[src/rtl/robid_alloc.sv]
// ROB-id allocator / dispatch admission: in-order ids, occupancy tracking, flush drain.
// Optional full-stall performance counter built when ROBID_ALLOC_PERF_EN is defined.
module robid_alloc #(
  parameter int DEPTH     = 128,
  parameter int FLUSH_LAT = 2
) (
  input  logic        clk,
  input  logic        rst,
  input  logic        decode_alloc_req,
  input  logic        rename_stall,
  output logic [7:0]  alloc_robid,
  output logic        alloc_fire,
  output logic        alloc_stall,
  input  logic        rob_retire,
  input  logic        rob_flush,
  output logic [7:0]  free_count,
  output logic        rob_full,
  output logic        rob_empty,
  output logic        underflow,
  output logic [31:0] perf_full_cycles
);

  localparam int PW = $clog2(DEPTH) + 1;

  typedef enum logic {RUN, FLUSH} state_t;

  state_t        state, state_nxt;
  logic [3:0]    fcnt, fcnt_nxt;
  logic [PW-1:0] head, tail;
  logic [7:0]    count;
  logic          retire_ok;
  logic          uf_evt;

  assign alloc_robid = 8'(tail);
  assign free_count  = 8'(DEPTH) - count;
  assign rob_full    = (count == 8'(DEPTH));
  assign rob_empty   = (count == 8'd0);
  assign alloc_stall = decode_alloc_req & ~alloc_fire;

  always_comb begin
    state_nxt  = state;
    fcnt_nxt   = fcnt;
    alloc_fire = 1'b0;
    retire_ok  = 1'b0;
    uf_evt     = 1'b0;
    if (rob_flush) begin
      state_nxt = FLUSH;
      fcnt_nxt  = 4'(FLUSH_LAT - 1);
    end else begin
      case (state)
        RUN: begin
          alloc_fire = decode_alloc_req & ~rename_stall & ~rob_full;
          retire_ok  = rob_retire & ~rob_empty;
          uf_evt     = rob_retire & rob_empty;
        end
        FLUSH: begin
          if (fcnt == 4'd0) state_nxt = RUN;
          else              fcnt_nxt  = fcnt - 4'd1;
        end
        default: state_nxt = RUN;
      endcase
    end
  end

  // Head snaps to tail on flush; tail keeps counting so ids never alias right away.
  always_ff @(posedge clk) begin
    if (!rst) begin
      state     <= RUN;
      fcnt      <= 4'd0;
      head      <= '0;
      tail      <= '0;
      count     <= 8'd0;
      underflow <= 1'b0;
    end else begin
      state <= state_nxt;
      fcnt  <= fcnt_nxt;
      if (rob_flush) begin
        head  <= tail;
        count <= 8'd0;
      end else begin
        if (alloc_fire) tail <= tail + PW'(1);
        if (retire_ok)  head <= head + PW'(1);
        if (alloc_fire & ~retire_ok)      count <= count + 8'd1;
        else if (~alloc_fire & retire_ok) count <= count - 8'd1;
      end
      if (uf_evt) underflow <= 1'b1;
    end
  end

`ifdef ROBID_ALLOC_PERF_EN
  function automatic logic [31:0] sat_inc32(input logic [31:0] v);
    return (v == 32'hFFFF_FFFF) ? v : v + 32'd1;
  endfunction

  logic [31:0] perf_q;

  always_ff @(posedge clk) begin
    if (!rst)
      perf_q <= 32'd0;
    else if (decode_alloc_req & rob_full & (state == RUN) & ~rob_flush)
      perf_q <= sat_inc32(perf_q);
  end

  assign perf_full_cycles = perf_q;
`else
  assign perf_full_cycles = 32'd0;
`endif

endmodule

[config.mk]
export PLATFORM = sky130hd
export DESIGN_NAME = robid_alloc
export DESIGN_NICKNAME = d
export VERILOG_FILES = /design/src/rtl/robid_alloc.sv
export SDC_FILE = /design/constraint.sdc
export NUM_CORES = 1
export LEC_CHECK = 0
export CAP_MARGIN = 10
export CORE_ASPECT_RATIO = 1.2
export CORE_MARGIN = 3
export CORE_UTILIZATION = 46
export CTS_BUF_LIST = sky130_fd_sc_hd__clkbuf_2
export CTS_CLUSTER_SIZE = 28
export DETAILED_ROUTE_END_ITERATION = 6
export PLACE_DENSITY = 0.87
export SYNTH_ARGS = -nofsm -noshare
export SYNTH_HDL_FRONTEND = slang
export SYNTH_SLANG_ARGS = --single-unit
export TNS_END_PERCENT = 5
[constraint.sdc]
create_clock -name clk -period 4.2 [get_ports clk]
set_input_delay 1.05 -clock clk [delete_from_list [all_inputs] [get_ports clk]]
set_output_delay 1.05 -clock clk [all_outputs]
set_load 0.005 [all_outputs]
Fig. 1: run 1, met2 routing
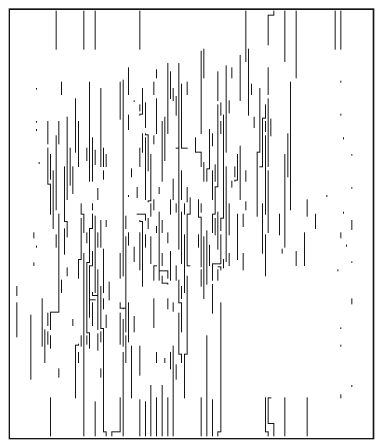
The wires run mostly vertical. The layer holds 50% of the routed length. The layer carries 1,470 µm of wire. 198 nets have wire on it.
final WL: 2910 µm
via count: 1,220
met2 layer usage reported by global route: 23.6%

Fig. 2: run 1, clock wiring as the flow saved it
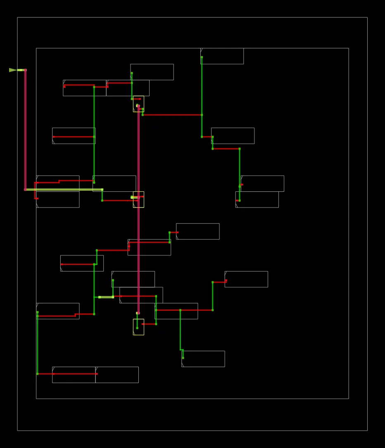
clock skew: 0.00655 ns
clock network power consumption: 82.8 µW
seq_cells: 22
TritonCTS sink count: 22
total of clock buffers placed in the layout: 3

==> results.sh, run 1 <==
# source this file to load flow results
export IMPL_cts_htree_levels=1
export IMPL_synth_cellmix_xorXnorShare_pct=9.33
export IMPL_synth_dominant_cell_count="sky130_fd_sc_hd__buf_4"
export IMPL_antenna_violations_before_repair=0
export IMPL_cpPeakStageDelay_ns=0.49
export IMPL_power_share_sequential_pct=50.2
export IMPL_yosys_dominant_comb_family="simple AND/OR/NAND/NOR gates"
export IMPL_top_layer_used="met4"
export IMPL_outcome="finished, final reports clean"
export IMPL_synth_compound_gate_area_share_pct=10.9
export IMPL_final_cell_area_um2=1770
export IMPL_clockBufferDepth=2
export IMPL_clk_root_buffer_cell="sky130_fd_sc_hd__clkbuf_2"
export IMPL_share_comb_of_total_power_pct=31.3
export IMPL_n_all_buffers=27
export IMPL_grt_use_total_pct=14.5
export IMPL_finalMaxSlewViolations=0
export IMPL_flop_cell="sky130_fd_sc_hd__dfxtp_1"
export IMPL_number_of_filler_cells_placed_in_the_layout=316
export IMPL_timing_critical_path_arrival_ns=2.81
export IMPL_timing_critical_path_slowest_stage_cell="sky130_fd_sc_hd__clkdlybuf4s50_1"
export IMPL_diodes=0
export IMPL_seq_area_frac_synth_pct=27.6
export IMPL_hpwlAfterDp_um=2310
export IMPL_worst_path_max_fanout=6
export IMPL_worst_setup_path_startpoint="rob_flush"
export IMPL_design_power_total_uw=448
export IMPL_power_switching_uw=137
export IMPL_crit_reg2reg_capture="count[7]"
export IMPL_sum_of_met3_wire_segment_lengths_after_detailed_routing_um=129
export IMPL_final_period_utilization_pct=91.9
export IMPL_fa_ha_area_share_pct=9.87
export IMPL_rrSetupSlack_ns=0.45
export IMPL_worstPathCellList="clkdlybuf4s50_1 -> nor4b_1 -> o41a_1 -> and2b_2 -> clkdlybuf4s50_1"
export IMPL_edf_count=0
export IMPL_cts_tree="built"
export IMPL_setup_slack_ns=0.341
export IMPL_ff_latch_area_um2=440
export IMPL_grt_pass1_vias=1049
export IMPL_worstSetupPathDepth=5
export IMPL_worst_setup_start_kind="primary input"
export IMPL_avgRoutedWirePerCell_um=11.6
export IMPL_fp_utilization_pct=50.0
export IMPL_grt_met3_usage_pct=1.82
export IMPL_final_clk_cell_share_pct=0.849
export IMPL_drc=0
export IMPL_ys_warnings_count=0
export IMPL_fin_crit_ns=3.86
export IMPL_synth_cells=190
export IMPL_post_place_ws_ns=0.193
export IMPL_drt_iter0_markers=28
export IMPL_timing_critical_path_mode_cell="sky130_fd_sc_hd__clkdlybuf4s50_1"
export IMPL_power_leakage_uw=0.000755
export IMPL_tapcell_count=36
export IMPL_switching_share_pct=30.7
export IMPL_clock_power_share_pct=18.5
export IMPL_worstHoldPathCells=2
export IMPL_cts_buffers=3
export IMPL_finish_utilization_pct=55.4
export IMPL_via_per_inst=4.88
export IMPL_criticalPathCategory="in2out"
export IMPL_hold_buffers=0
export IMPL_placement_rows=22
export IMPL_netlist_top_cells_area="sky130_fd_sc_hd__dfxtp_1, sky130_fd_sc_hd__buf_4, sky130_fd_sc_hd__ha_1"
export IMPL_synth_top_cells_by_count="sky130_fd_sc_hd__buf_4, sky130_fd_sc_hd__dfxtp_1, sky130_fd_sc_hd__nand2_1"
export IMPL_dieHeight_um=70.5
export IMPL_hold_class="reg2reg"
export IMPL_yosys_area_share_simple_pct=21.8
export IMPL_overflow=0
export IMPL_timing_critical_path_required_ns=3.15
export IMPL_setup_repair_after_global_routing_missed_its_margin="no"
export IMPL_inv_count=6
export IMPL_comb_cell_power_uw=140
export IMPL_proportion_of_register_bits_with_asynchronous_set_or_reset_after_synthesis_pct=0
export IMPL_maxClockFrequency_mhz=259
export IMPL_port_buffer_count=26
export IMPL_post_cts_setup_buffers=0
export IMPL_final_setup_viol_count=0
export IMPL_max_vdd_ir_drop_mv=0.218
export IMPL_powerSeq_uw=225
export IMPL_fin_nets=234
export IMPL_die_extent_in_x_um=59.8
export IMPL_gp_routability_congestion=0.846
export IMPL_layout_top_cells_excl_fill_tap="sky130_fd_sc_hd__conb_1, sky130_fd_sc_hd__clkdlybuf4s50_1, sky130_fd_sc_hd__dfxtp_1, sky130_fd_sc_hd__nand2_1, sky130_fd_sc_hd__nor2_1"
export IMPL_postCtsResizedCells=0
export IMPL_synth_area_per_cell_um2=8.40
export IMPL_firstDrtPassIters=4
export IMPL_route_antenna_remaining_nets=0
export IMPL_clk_insertion_delay_late_ns=0.33
export IMPL_hold_ws_ns=0.505
export IMPL_dr_wl_met2_um=1470
export IMPL_worst_min_delay_path_startpoint="count[7]"
export IMPL_top_power_group="sequential cells"
export IMPL_cell_area_after_synthesis_um2=1600
export IMPL_m1WireLength_um=1260
export IMPL_postPlaceCellArea_um2=1750
export IMPL_worstReg2RegStart="count[0]"
export IMPL_logic_area_um2=978
Fig. 3: run 1, selected gate families
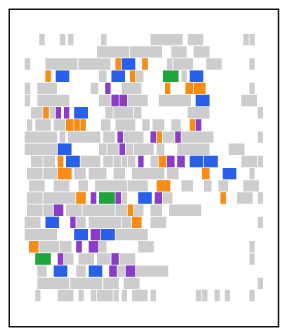
Blue shows XOR/XNOR gates, cells 17, most used xnor2_1. Orange shows NOR gates, cells 23, most used nor2_1. Green shows multiplexers, cells 3, most used mux2i_1. Purple shows NAND gates, cells 25, most used nand2_1.
share of the final layout cell area in multi-input gates: 55.3%
Top cell excl fill/tap: sky130_fd_sc_hd__conb_1
Finished Layout Cells: 250

==> run 2, diff against run 1 <==
Settings changed: GPL_TIMING_DRIVEN from default to 0.
Fig. 4: run 2, met2 routing
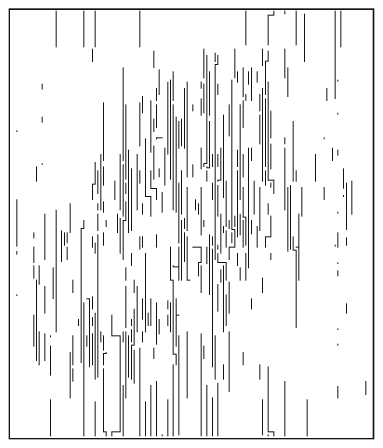
222 nets have wire on it. The longest straight run is 32.1 µm. The wires run mostly vertical. The layer carries 1,660 µm of wire.
met2 layer usage reported by global route: 27.2%
final WL: 3090 µm
via count: 1,355

Fig. 5: run 2, selected gate families
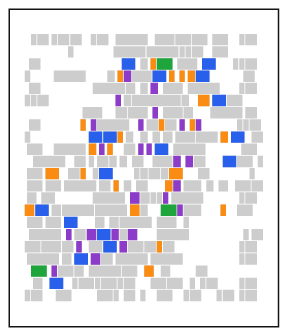
Blue shows XOR/XNOR gates, cells 17, most used xnor2_1. Purple shows NAND gates, cells 25, most used nand2_1. Green shows multiplexers, cells 3, most used mux2i_1. Orange shows NOR gates, cells 23, most used nor2_1.
Top cell excl fill/tap: sky130_fd_sc_hd__buf_4
Finished Layout Cells: 287

==> run 2 against run 1 <==
Against the previous run: critical path depth up 1; largest power group unchanged; register-to-register slack about the same; global-route usage up 0.23 points; design area up 17%; utilization up 9.2 points; synthesized area unchanged; first-iteration DRC count down 32%; sequential cell count unchanged; sequential power about the same; fmax down 6.2%; final cell count up 15%; die size unchanged.
==> results.sh, run 2 <==
# source this file to load flow results
export IMPL_worstReg2RegStart="count[0]"
export IMPL_antenna_violations_before_repair=0
export IMPL_comb_area_share_pct=47.4
export IMPL_switching_share_pct=27.0
export IMPL_flop_cell="sky130_fd_sc_hd__dfxtp_1"
export IMPL_worst_setup_start_kind="primary input"
export IMPL_setup_repair_after_global_routing_missed_its_margin="no"
export IMPL_netlist_top_cells_area="sky130_fd_sc_hd__dfxtp_1, sky130_fd_sc_hd__buf_4, sky130_fd_sc_hd__ha_1"
export IMPL_number_of_filler_cells_placed_in_the_layout=295
export IMPL_ys_warnings_count=0
export IMPL_grt_pass1_vias=1238
export IMPL_comb_cell_power_uw=165
export IMPL_clock_sink_count=22
export IMPL_power_leakage_uw=0.000957
export IMPL_outcome="finished, final reports clean"
export IMPL_die_extent_in_x_um=59.8
export IMPL_timing_critical_path_slowest_stage_cell="sky130_fd_sc_hd__clkdlybuf4s50_1"
export IMPL_final_setup_viol_count=0
export IMPL_powerSeq_uw=225
export IMPL_ff_count=22
export IMPL_setup_slack_ns=0.0870
export IMPL_grt_met3_usage_pct=1.82
export IMPL_rrSetupSlack_ns=0.46
export IMPL_synth_dominant_cell_count="sky130_fd_sc_hd__buf_4"
export IMPL_timing_critical_path_required_ns=3.15
export IMPL_hold_buffers=0
export IMPL_dr_wl_met2_um=1660
export IMPL_top_power_group="sequential cells"
export IMPL_hpwlAfterDp_um=2530
export IMPL_placement_rows=22
export IMPL_hold_class="reg2reg"
export IMPL_clockBufferCount=3
export IMPL_postCtsResizedCells=0
export IMPL_power_switching_uw=146
export IMPL_overflow=0
export IMPL_drt_iter0_markers=19
export IMPL_inv_count=6
export IMPL_crit_reg2reg_capture="count[7]"
export IMPL_layout_top_cells_excl_fill_tap="sky130_fd_sc_hd__buf_4, sky130_fd_sc_hd__conb_1, sky130_fd_sc_hd__clkdlybuf4s50_1, sky130_fd_sc_hd__dfxtp_1, sky130_fd_sc_hd__nand2_1"
export IMPL_timing_critical_path_mode_cell="sky130_fd_sc_hd__clkdlybuf4s50_1"
export IMPL_tapcell_count=36
export IMPL_gp_routability_congestion=0.871
export IMPL_worstHoldPathCells=2
export IMPL_via_per_inst=4.72
export IMPL_sum_of_met3_wire_segment_lengths_after_detailed_routing_um=142
export IMPL_diodes=0
export IMPL_synth_cells=190
export IMPL_maxClockFrequency_mhz=243
export IMPL_clock_power_uw=150
export IMPL_cpPeakStageDelay_ns=0.49
export IMPL_final_clk_cell_share_pct=2.18
export IMPL_synth_top_cells_by_count="sky130_fd_sc_hd__buf_4, sky130_fd_sc_hd__dfxtp_1, sky130_fd_sc_hd__nand2_1"
export IMPL_worst_path_max_fanout=11
export IMPL_finalMaxSlewViolations=0
export IMPL_seq_area_frac_synth_pct=27.6
export IMPL_yosys_area_share_simple_pct=21.8
export IMPL_logic_area_um2=978
export IMPL_cts_buffers=3
export IMPL_fa_ha_area_share_pct=9.87
export IMPL_firstDrtPassIters=4
export IMPL_drc=0
export IMPL_share_comb_of_total_power_pct=30.6
export IMPL_proportion_of_register_bits_with_asynchronous_set_or_reset_after_synthesis_pct=0
export IMPL_postPlaceCellArea_um2=2020
export IMPL_yosys_dominant_comb_family="simple AND/OR/NAND/NOR gates"
export IMPL_final_period_utilization_pct=97.9
export IMPL_port_buffer_count=26
export IMPL_clockBufferDepth=2
export IMPL_m1WireLength_um=1260
export IMPL_fin_nets=270
export IMPL_finalClockSkew_ns=0.0196
export IMPL_edf_count=0
export IMPL_worstSetupPathDepth=6
No activity file was given, so power comes from the tool's default toggle rates.
